==> config.mk <==
export PLATFORM = sky130hd
export DESIGN_NAME = sw_debounce
export DESIGN_NICKNAME = d
export VERILOG_FILES = /design/src/rtl/sw_debounce.sv
export SDC_FILE = /design/constraint.sdc
export NUM_CORES = 1
export LEC_CHECK = 0
export ABC_AREA = 1
export CAP_MARGIN = 20
export CORE_UTILIZATION = 51
export CTS_CLUSTER_DIAMETER = 40
export DETAILED_ROUTE_END_ITERATION = 8
export PLACE_DENSITY_LB_ADDON = 0.05
export SYNTH_ARGS = -nofsm -noshare
export SYNTH_HDL_FRONTEND = slang
export SYNTH_SLANG_ARGS = --single-unit
==> constraint.sdc <==
create_clock -name clk -period 1.89 [get_ports clk]
set_input_delay 0.378 -clock clk [delete_from_list [all_inputs] [get_ports clk]]
set_output_delay 0.378 -clock clk [all_outputs]
set_load 0.005 [all_outputs]
gates.png
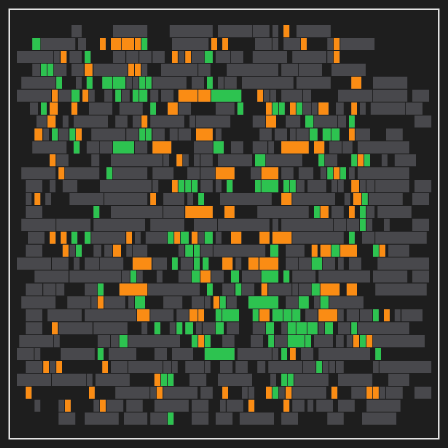
legend:
  nor cells:
    colour: orange
    cells: 109
    most_used: nor2_1
    where: spread over the die
  nand cells:
    colour: green
    cells: 122
    most_used: nand2_1
multi-input combinational area share: 0.318
Layout Cells excl Fill: 693
Top cell excl fill/tap: inv_1

class_map.png
Bar = 20 um.
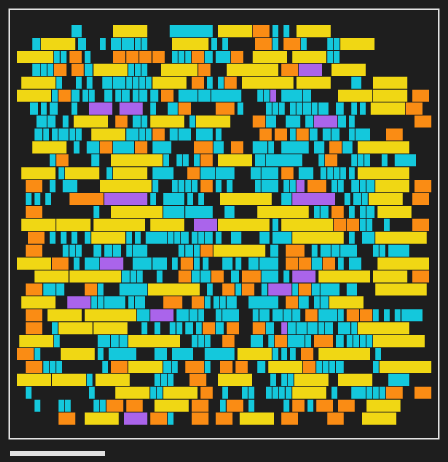
legend:
  registers:
    colour: yellow
    cells: 89
  clock drivers and dummy loads:
    colour: purple
    cells: 16
  remaining buffers and delay cells:
    colour: orange
    cells: 108
  remaining logic cells:
    colour: cyan
    cells: 381
row cnt: 31
core area: 7370 um2

congestion_map.png
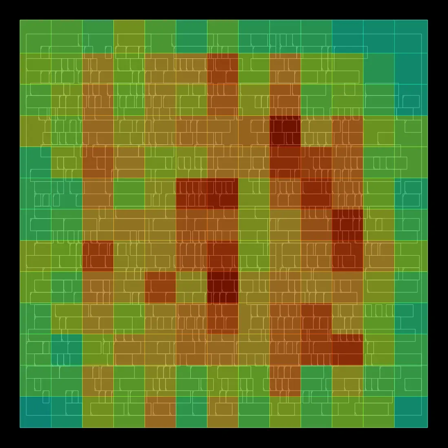
GR Util met2: 0.406
M3 GR Usage: 0.0372
final core utilization: 0.728

layers.png
Bar = 20 um. Two of the layers only.
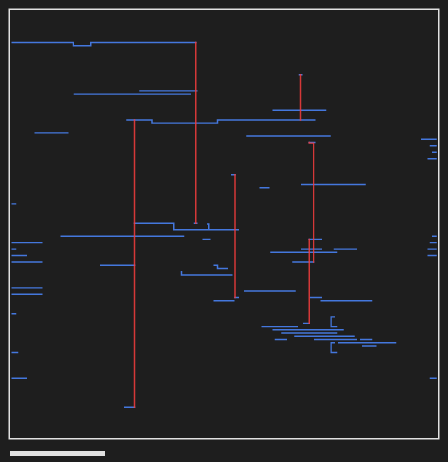
legend:
  M4:
    colour: red
    wire_length: 178 um
  M3:
    colour: blue
    wire_length: 433 um
DR vias: 3,436
WL final: 8960 um
Tot GR Track Use: 0.235
Avg WL per Cell: 12.9 um

ff_map.png
Bar = 20 um. Other sequential cells in the stronger grey, the rest of the logic in the fainter grey.
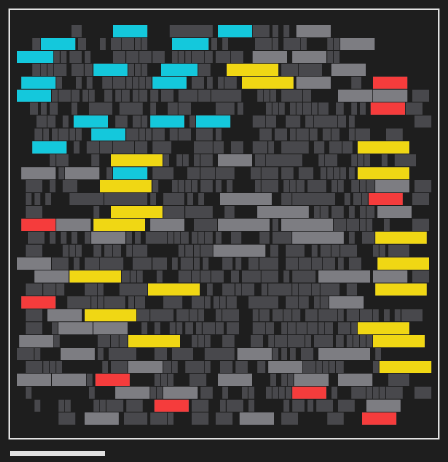
legend:
  bitCnt:
    colour: yellow
    flops: 18
  sw_fall:
    colour: red
    flops: 9
    where: spread over the die
  tickCnt:
    colour: cyan
    flops: 16
register area: 2050 um2
seq pwr: 2050 uW
flop share of the area: 0.381

==> flow_summary.ini <==
; flow metrics
[worst_setup_path]
reg2reg_depth = 11
cp-start-kind = register
worstSetupEndpointType = register
r2r_slack_ps = -60

[global_route]
antenna_found_initial = 0
overflow = 0
grt_pass1_wl_um = 15200

[yosys]
fp_nets = 500
ys_ff = 89
synthCells = 479
topCellsByArea = dfxtp_1, edfxtp_1, inv_1
top_area_frac = 0.318

[power]
p_leak_uw = 0.00238
ir_worst_vdd_mv = 0.537
power_density_nw_per_um2 = 668

[clock_tree]
insertion_delay_ps = 360
cts_tree = yes
cts_sinks = 89
cts_root_buffer = clkbuf_8

[finish]
drive_above_1_share = 0.246

[timing]
layout_setup_ws_ps = -64.0
layout_min_cycle_time_ps = 1950
setup-violations-final = 8
skew_ps = 9.21
tightest_slew_ps = 381
finalMaxSlewViolations = 0
final-hold-violation-count = 0
finalCritPeriodShare = 1.03
slew_headroom = 0.744

[floorplan]
die_w_um = 90.1
pin_count = 39
dieArea_um2 = 8120
fp.dieH_um = 90.1

[min_path]
hold_path.class = register to register

[route]
drt_iter0_drc = 161
ant_nets = 0
drc = 0
first_pass_iters = 5

[place]
dp_slack_ps = -350
dp.cells = 665
port_buffers = 38
place.gp.congestion = 0.869
dp_hpwl_um = 6130

[status]
status = finished with violations
violations = negative setup slack
[critical path: stages (launching register included)]
cell and delay (ps):
dfxtp_2 360, ha_4 150, nand3_4 80, nor2_4 260, nand3_4 180, buf_6 190
nor2_2 140, a21oi_2 90, nand3_2 100, nor2_4 50, buf_6 130, nor2_2 90
[where the power goes]
| group | internal (uW) | leakage [uW] | switching [uW] |
|---|---|---|---|
| combinational | 75.4 | 0.00151 | 101 |
| sequential | 2010 | 0.000760 | 33.7 |
| clock | 710 | 0.000110 | 650 |
| total | 2800 | 0.00238 | 784 |
[per-stage QoR]
stage	hold WS, ps	instance area (um2)	TNS (ps)	utilization
after floorplan	388	3960	0	-
after global placement	391	4870	-2300	0.661
after detailed placement	392	4870	-2950	0.661
after CTS	404	5240	-89.0	0.711
after global routing	424	5360	-966	0.728
final	402	5360	-326	0.728
[cell families (layout without fill, tap and decap cells)]
logic type / count (synthesis) / after routing / synth area share
compound gates: 45 / 45 / 0.0714
xor+xnor: 7 / 7 / 0.0155
fa+ha+maj: 10 / 10 / 0.0316
buf+inv: 96 / 210 / 0.0938
flops: 89 / 89 / 0.515
simple gates: 232 / 233 / 0.272
[per-layer routing]
layer  global-route usage  share of wire
met5                    0              0
met4                0.112          0.020
met3               0.0372          0.048
met2                0.406           0.49
met1                0.285           0.44
[timing repair]
item / in CTS / in global routing
cloned: 1 / 0
gates resized: 21 / 27
buffers inserted: 8 / 4
endpoints found under the setup margin: 18 / 21
pin swaps: 7 / 6
[area by class of cell]
class,count,area [um2]
Tap cell,99,124
Fill cell,568,2010
Multi-Input combinational cell,295,1700
Clock buffer,15,209
Timing Repair Buffer,108,948
Clock inverter,1,5.00
Inverter,86,328
Sequential cell,89,2050
Power figures rest on the tool's default switching activity, not on a simulated workload.
